**src/rtl/bsg_clk_meter_pkg.sv**
```systemverilog
`default_nettype none
// ============================================================================
// Module   : bsg_clk_meter_pkg
// Brief    : Shared state encoding, width helper and result-struct macro for
//            the multi-channel clock meter.
// Revision : 1.0
// ============================================================================

`define BSG_CLK_METER_DECLARE_RESULT_S(chan_w, count_w) \
    typedef struct packed { \
        logic [(chan_w)-1:0]  chan; \
        logic                 sat; \
        logic [(count_w)-1:0] count; \
    } bsg_clk_meter_result_s

package bsg_clk_meter_pkg;

    typedef enum logic [1:0] {
        IDLE    = 2'd0,
        ARM     = 2'd1,
        MEASURE = 2'd2,
        DRAIN   = 2'd3
    } meter_state_e;

    // Index width that never collapses to zero for a single channel.
    function automatic int lg_width(input int n);
        return (n > 1) ? $clog2(n) : 1;
    endfunction

endpackage

`default_nettype wire

```
**src/rtl/bsg_clk_meter_chan.sv**
```systemverilog
`default_nettype none
// ============================================================================
// Module   : bsg_clk_meter_chan
// Brief    : One metered channel: edge detect, saturating event counter,
//            end-of-window capture and sticky lo/hi fault flags.
// Revision : 1.0
// ============================================================================

module bsg_clk_meter_chan #(
    parameter int count_width_p = 16
) (
    input  logic                     clk_i,
    input  logic                     reset_n_i,
    input  logic                     arm_i,
    input  logic                     measure_i,
    input  logic                     capture_i,
    input  logic                     toggle_i,
    input  logic [count_width_p-1:0] lo_thresh_i,
    input  logic [count_width_p-1:0] hi_thresh_i,
    input  logic                     clear_fault_i,
    output logic [count_width_p-1:0] count_o,
    output logic                     sat_o,
    output logic                     lo_fault_o,
    output logic                     hi_fault_o
);

    localparam logic [count_width_p-1:0] c_cnt_max = '1;

    logic                     prev_q, prev_d;
    logic [count_width_p-1:0] cnt_q, cnt_d;
    logic                     sat_q, sat_d;
    logic [count_width_p-1:0] cap_cnt_q, cap_cnt_d;
    logic                     cap_sat_q, cap_sat_d;
    logic                     lo_fault_q, lo_fault_d;
    logic                     hi_fault_q, hi_fault_d;
    logic                     edge_w;

    assign edge_w = toggle_i ^ prev_q;

    always_comb begin
        prev_d     = prev_q;
        cnt_d      = cnt_q;
        sat_d      = sat_q;
        cap_cnt_d  = cap_cnt_q;
        cap_sat_d  = cap_sat_q;
        lo_fault_d = clear_fault_i ? 1'b0 : lo_fault_q;
        hi_fault_d = clear_fault_i ? 1'b0 : hi_fault_q;

        if (arm_i) begin
            prev_d = toggle_i;
            cnt_d  = '0;
            sat_d  = 1'b0;
        end else if (measure_i) begin
            prev_d = toggle_i;
            // sat marks an event lost because the counter was already full
            if (edge_w) begin
                if (cnt_q == c_cnt_max) begin
                    sat_d = 1'b1;
                end else begin
                    cnt_d = cnt_q + 1'b1;
                end
            end
        end

        // Capture sees this cycle's increment; a coincident clear loses to a set.
        if (capture_i) begin
            cap_cnt_d  = cnt_d;
            cap_sat_d  = sat_d;
            lo_fault_d = lo_fault_d | (cnt_d < lo_thresh_i);
            hi_fault_d = hi_fault_d | (cnt_d > hi_thresh_i) | sat_d;
        end
    end

    always_ff @(posedge clk_i) begin
        if (!reset_n_i) begin
            prev_q     <= 1'b0;
            cnt_q      <= '0;
            sat_q      <= 1'b0;
            cap_cnt_q  <= '0;
            cap_sat_q  <= 1'b0;
            lo_fault_q <= 1'b0;
            hi_fault_q <= 1'b0;
        end else begin
            prev_q     <= prev_d;
            cnt_q      <= cnt_d;
            sat_q      <= sat_d;
            cap_cnt_q  <= cap_cnt_d;
            cap_sat_q  <= cap_sat_d;
            lo_fault_q <= lo_fault_d;
            hi_fault_q <= hi_fault_d;
        end
    end

    assign count_o    = cap_cnt_q;
    assign sat_o      = cap_sat_q;
    assign lo_fault_o = lo_fault_q;
    assign hi_fault_o = hi_fault_q;

endmodule

`default_nettype wire

```
**src/rtl/bsg_clk_meter_multi.sv**
```systemverilog
`default_nettype none
// ============================================================================
// Module   : bsg_clk_meter_multi
// Brief    : Multi-channel toggle-rate meter with programmable window,
//            threshold faults and a channel-serial valid/ready readout.
// Revision : 1.0
// ============================================================================

module bsg_clk_meter_multi
    import bsg_clk_meter_pkg::*;
#(
    parameter int  num_chan_p     = 4,
    parameter int  count_width_p  = 16,
    parameter int  window_width_p = 16,
    localparam int c_lg_chan      = lg_width(num_chan_p)
) (
    input  logic                      clk_i,
    input  logic                      reset_n_i,
    input  logic                      start_i,
    input  logic                      continuous_i,
    input  logic [window_width_p-1:0] window_i,
    input  logic [num_chan_p-1:0]     toggle_i,
    input  logic [count_width_p-1:0]  lo_thresh_i,
    input  logic [count_width_p-1:0]  hi_thresh_i,
    input  logic                      clear_fault_i,
    output logic                      busy_o,
    output logic                      v_o,
    input  logic                      ready_i,
    output logic [c_lg_chan-1:0]      chan_o,
    output logic [count_width_p-1:0]  count_o,
    output logic                      sat_o,
    output logic [num_chan_p-1:0]     lo_fault_o,
    output logic [num_chan_p-1:0]     hi_fault_o
);

    localparam logic [c_lg_chan-1:0] c_last_chan = c_lg_chan'(num_chan_p - 1);

    `BSG_CLK_METER_DECLARE_RESULT_S(c_lg_chan, count_width_p);

    meter_state_e              state_q, state_d;
    logic [window_width_p-1:0] win_q, win_d;
    logic [c_lg_chan-1:0]      chan_q, chan_d;

    logic                      arm_w, measure_w, capture_w, hs_w;
    logic [count_width_p-1:0]  cap_count_w [num_chan_p];
    logic [num_chan_p-1:0]     cap_sat_w;
    bsg_clk_meter_result_s     result_w;

    assign arm_w     = (state_q == ARM);
    assign measure_w = (state_q == MEASURE);
    assign capture_w = measure_w && (win_q <= window_width_p'(1));
    assign hs_w      = (state_q == DRAIN) && ready_i;

    always_comb begin
        state_d = state_q;
        win_d   = win_q;
        chan_d  = chan_q;
        unique case (state_q)
            IDLE: begin
                if (start_i) state_d = ARM;
            end
            ARM: begin
                win_d   = (window_i == '0) ? window_width_p'(1) : window_i;
                state_d = MEASURE;
            end
            MEASURE: begin
                if (capture_w) begin
                    state_d = DRAIN;
                    chan_d  = '0;
                end else begin
                    win_d = win_q - 1'b1;
                end
            end
            DRAIN: begin
                if (hs_w) begin
                    if (chan_q == c_last_chan) begin
                        chan_d  = '0;
                        state_d = continuous_i ? ARM : IDLE;
                    end else begin
                        chan_d = chan_q + 1'b1;
                    end
                end
            end
            default: state_d = IDLE;
        endcase
    end

    always_ff @(posedge clk_i) begin
        if (!reset_n_i) begin
            state_q <= IDLE;
            win_q   <= '0;
            chan_q  <= '0;
        end else begin
            state_q <= state_d;
            win_q   <= win_d;
            chan_q  <= chan_d;
        end
    end

    for (genvar c = 0; c < num_chan_p; c++) begin : g_chan
        bsg_clk_meter_chan #(
            .count_width_p (count_width_p)
        ) u_chan (
            .clk_i         (clk_i),
            .reset_n_i     (reset_n_i),
            .arm_i         (arm_w),
            .measure_i     (measure_w),
            .capture_i     (capture_w),
            .toggle_i      (toggle_i[c]),
            .lo_thresh_i   (lo_thresh_i),
            .hi_thresh_i   (hi_thresh_i),
            .clear_fault_i (clear_fault_i),
            .count_o       (cap_count_w[c]),
            .sat_o         (cap_sat_w[c]),
            .lo_fault_o    (lo_fault_o[c]),
            .hi_fault_o    (hi_fault_o[c])
        );
    end

    always_comb begin
        result_w.chan  = chan_q;
        result_w.sat   = cap_sat_w[chan_q];
        result_w.count = cap_count_w[chan_q];
    end

    assign busy_o  = (state_q != IDLE);
    assign v_o     = (state_q == DRAIN);
    assign chan_o  = result_w.chan;
    assign count_o = result_w.count;
    assign sat_o   = result_w.sat;

endmodule

`default_nettype wire
```
**config.mk**
```make
export PLATFORM = sky130hd
export DESIGN_NAME = bsg_clk_meter_multi
export DESIGN_NICKNAME = d
export VERILOG_FILES = /design/src/rtl/bsg_clk_meter_pkg.sv /design/src/rtl/bsg_clk_meter_chan.sv /design/src/rtl/bsg_clk_meter_multi.sv
export SDC_FILE = /design/constraint.sdc
export NUM_CORES = 1
export LEC_CHECK = 0
export CORE_MARGIN = 4
export CORE_UTILIZATION = 54
export CTS_CLUSTER_DIAMETER = 50
export DETAILED_ROUTE_END_ITERATION = 8
export PLACE_DENSITY_LB_ADDON = 0.05
export SLEW_MARGIN = 5
export SYNTH_ARGS = -nofsm -noshare
export SYNTH_HDL_FRONTEND = slang
export SYNTH_SLANG_ARGS = --single-unit
```
**constraint.sdc**
```tcl
create_clock -name clk_i -period 3.2 [get_ports clk_i]
set_input_delay 0.96 -clock clk_i [delete_from_list [all_inputs] [get_ports clk_i]]
set_output_delay 0.96 -clock clk_i [all_outputs]
set_load 0.005 [all_outputs]
```
The metal 1 layer:
Scale bar: 50 um. Cells faint in the background.
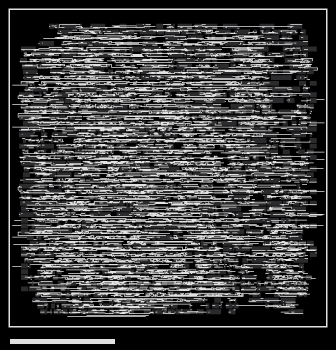
main direction: horizontal
share of all routed wire: 40%
GRT met1 Usage: 45.13%
routed vias: 11.31k
total wire length: 40530 um

Signal wires on met2:
Cells faint in the background.
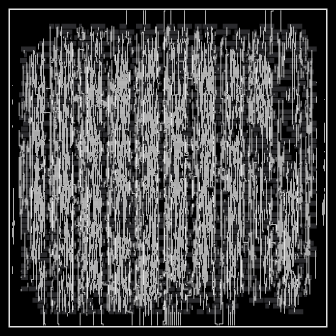
share of all routed wire: 46%
wire length on this layer: 18700 um
longest straight run: 70.4 um

Met3 routing:
Scale bar: 50 um. Cells faint in the background.
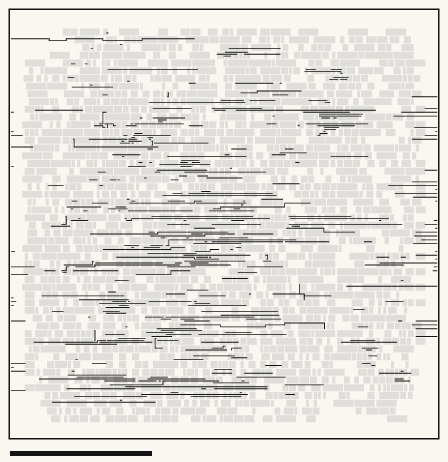
main direction: horizontal
wire length on this layer: 3380 um
share of all routed wire: 8.3%
longest straight run: 49.7 um
nets with wire on the layer: 235

==> flow_summary.toml <==
# physical design summary
[drt]
wl_per_cell_um = 21.88
first_pass_iters = 5
vias_per_cell = 6.105
final_antenna_net_count = 0
wl_met1_um = 16190
drt-initial-drc-count = 1009
drc = 0
wl_met2_um = 18660
wl_met3_um = 3379
highest_layer = "met4"

[power_and_ir_drop]
comb_power_share_pct = 34.6
finalPower_mw = 6.992
swShare_pct = 37.91
ir_drop_uv = 384.0
pwr-share-seq_pct = 34.1
powerDensity_nw_per_um2 = 465.5
clockPowerShare_pct = 31.3
clk-power_mw = 2.19
power.group.top = "combinational logic"
leakagePower_nw = 6.557
internal_power_mw = 4.341
pg_seq_mw = 2.38
switching_power_mw = 2.650
p_comb_mw = 2.42

[status]
violations = "setup timing"
status = "complete, but fails checks"

[grt]
grt_max_degree = 39
grt_pass1_vias = 10490
grt_use_total_pct = 34.88
antenna_found_initial = 0
grt_overflow = 0
top_usage_layer = "met2"
grt_pass1_wl_um = 59930
grt_use_met3_pct = 5.900
grt_util_met2_pct = 56.36

[layout]
fin_nets = 1766
drive_above_1_share_pct = 25.71
lay_top_count = "buf_4"
areaGrowthSynthToFinish_pct = 36.92
n_antenna_cell = 0
mostFrequentLayoutCells = "buf_4 (222), dfxtp_1 (162), nand2_1 (133)"
fin_area_um2 = 15020
stdcell_count = 1852
fill_cells = 1403

[hold_path]
hold_end = "g_chan[1].u_chan.count_o[13]"
worstHoldStart = "g_chan[1].u_chan.count_o[13]"
whs_path_depth = 2
hold_path_class = "register to register"

[place]
placed_area_um2 = 13520
io_buffers = 86
place.gp.congestion = 0.9881
hpwl_um = 29800
numPlacedInstances = 1793
dp_slack_ns = -1.064

[clocking]
clock_latency_ns = 0.45
cts_hold_buf = 0
ctsResizeCount = 83
tritoncts = "done"
post-cts-setup-buffers = 15
clock-sinks = 168
clock_path_buffers = 2
cts_root_buffer = "clkbuf_16"
path_clk_slew_ns = 0.07
cts_buffers = 17
cts_max_level = 4

[floorplan]
fp_util_pct = 55.64
die_h_um = 150.5
ios = 87
chipArea_um2 = 22660
core-area_um2 = 19720
fp-row-count = 51
die_x_um = 150.5

[synth]
ys_chip_area_um2 = 10970
ys_sh_adder_pct = 15.28
syn_avg_cell_area_um2 = 8.426
ys.flops = 168
synth-simple-area-share_pct = 24.21
syn_inst = 1302
compound_area_share_pct = 16.57
yosys.stat.seqShare_pct = 30.66
xor_share_pct = 3.593
async_reset_ff_share_pct = 0
synthesis.area_um2 = 10970
synth_nets = 1494
yosys_warnings = 0
top_cells_by_area = "dfxtp_1 (31%), ha_1 (15%), nand2_1 (4.8%)"
yosysTopAreaCellShare_pct = 30.66
ys_sh_mux_pct = 5.429
yosys.area.top_type = "dfxtp_1"
edf_count = 0
ys_top_logic_family = "simple AND/OR/NAND/NOR gates"
synth_cell_types = 70
ys_cells = 1302
flop_cell = "dfxtp_1"

[worst_setup_path]
required_ns = 3.57
r2r-start = "g_chan[1].u_chan.cnt_q[0]"
start_kind = "input port"
cp.arrival_ns = 3.67
crit_fanout = 5
end_kind = "register"
rr_worst_depth = 17
reg2reg_slack_ns = -0.08
crit_type = "input port to register"
r2r-end = "g_chan[1].u_chan.lo_fault_o"

[final_timing]
worst_slew_margin_rel_pct = 24.53
hold_ws_ns = 0.4555
layout_setup_ws_ns = -0.1048
worstMarginPinSlew_ns = 1.132
finalCritPeriodShare_pct = 103.3
fmax_mhz = 302.6
finClkSkew_ns = 0.01487
rsz0062_at_grt = "yes"
finalSetupViolCount = 5
fin_crit_ns = 3.305
hold_violations = 0
slew_violations = 0
setup-tns-final_ns = -0.2572

[run]
drv_cap = 0
warning_count = 34
Placement view:
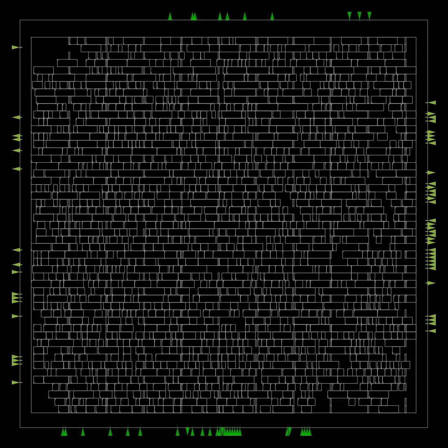
Core Util, Final: 76.18%
flop count: 168

Sequential cells colored by netlist name:
Other sequential cells in the stronger gray, the rest of the logic in the fainter gray.
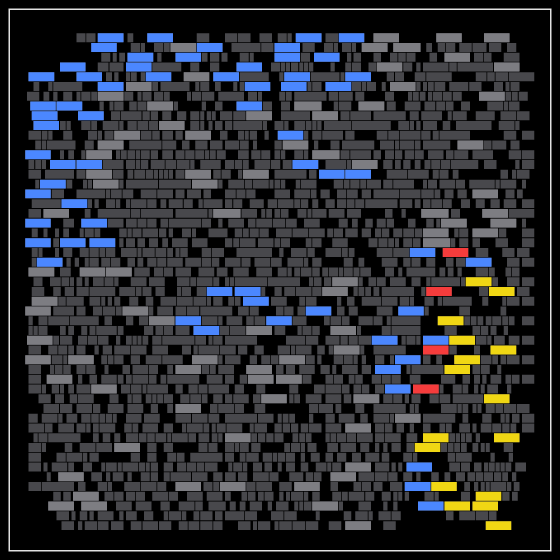
| color | netlist name | flops |
|---|---|---|
| blue | g_chan.u_chan.count_o | 64 |
| red | g_chan.u_chan.sat_o | 4 |
| yellow | win_q | 16 |
not colored: 84

==> cells in the mapped netlist, types with 16 or more instances <==
cell type,count
dfxtp_1,168
nand2_1,139
ha_1,134
nor2_1,117
o21ai_0,70
nand3_1,54
a21oi_1,50
inv_1,50
and2_1,49
clkbuf_1,43
nor3_1,37
nand4_1,36
a21boi_0,28
nor2b_1,27
a21o_1,23
xor2_1,23
xnor2_1,22
mux2i_1,19
mux4_2,17
nor4_1,17
a211oi_1,16
==> worst max-delay path, cell delays in order <==
cell and delay [ns]:
buf_6 0.10, xor2_2 0.13, buf_6 0.14, nand2_4 0.06, a21oi_4 0.24, nand2_2 0.13, nor3_4 0.22, xnor2_2 0.16
nor2_2 0.08, buf_4 0.14, ha_4 0.15, a21o_1 0.20, a21oi_2 0.14, nor2b_1 0.06, o21ai_1 0.18, a211oi_2 0.10
a311o_1 0.35, nor3_2 0.12
==> cell type report <==
cell class,count,area [um2],share of cell area (%)
tap,265,331.6,2.207
clock buffer,17,425.4,2.832
inverter,50,187.7,1.249
sequential,168,3371,22.44
multi-input combinational,1020,7814,52.02
timing repair buffer,317,2691,17.92
clock inverter,15,200.2,1.333
==> worst max-delay path by stage <==
stage                               from                     endpoint  slack, ns
2_1_floorplan                toggle_i[3]  g_chan[3].u_chan.hi_fault_o      -0.10
3_3_place_gp                 toggle_i[3]  g_chan[3].u_chan.hi_fault_o      -1.00
3_5_place_dp                 toggle_i[3]  g_chan[3].u_chan.hi_fault_o      -1.06
4_1_cts                      toggle_i[0]  g_chan[0].u_chan.hi_fault_o      -0.12
5_1_grt        g_chan[0].u_chan.cnt_q[0]  g_chan[0].u_chan.hi_fault_o      -0.24
6_report                     toggle_i[1]  g_chan[1].u_chan.lo_fault_o      -0.10
Power figures rest on the tool's default switching activity, not on a simulated workload.
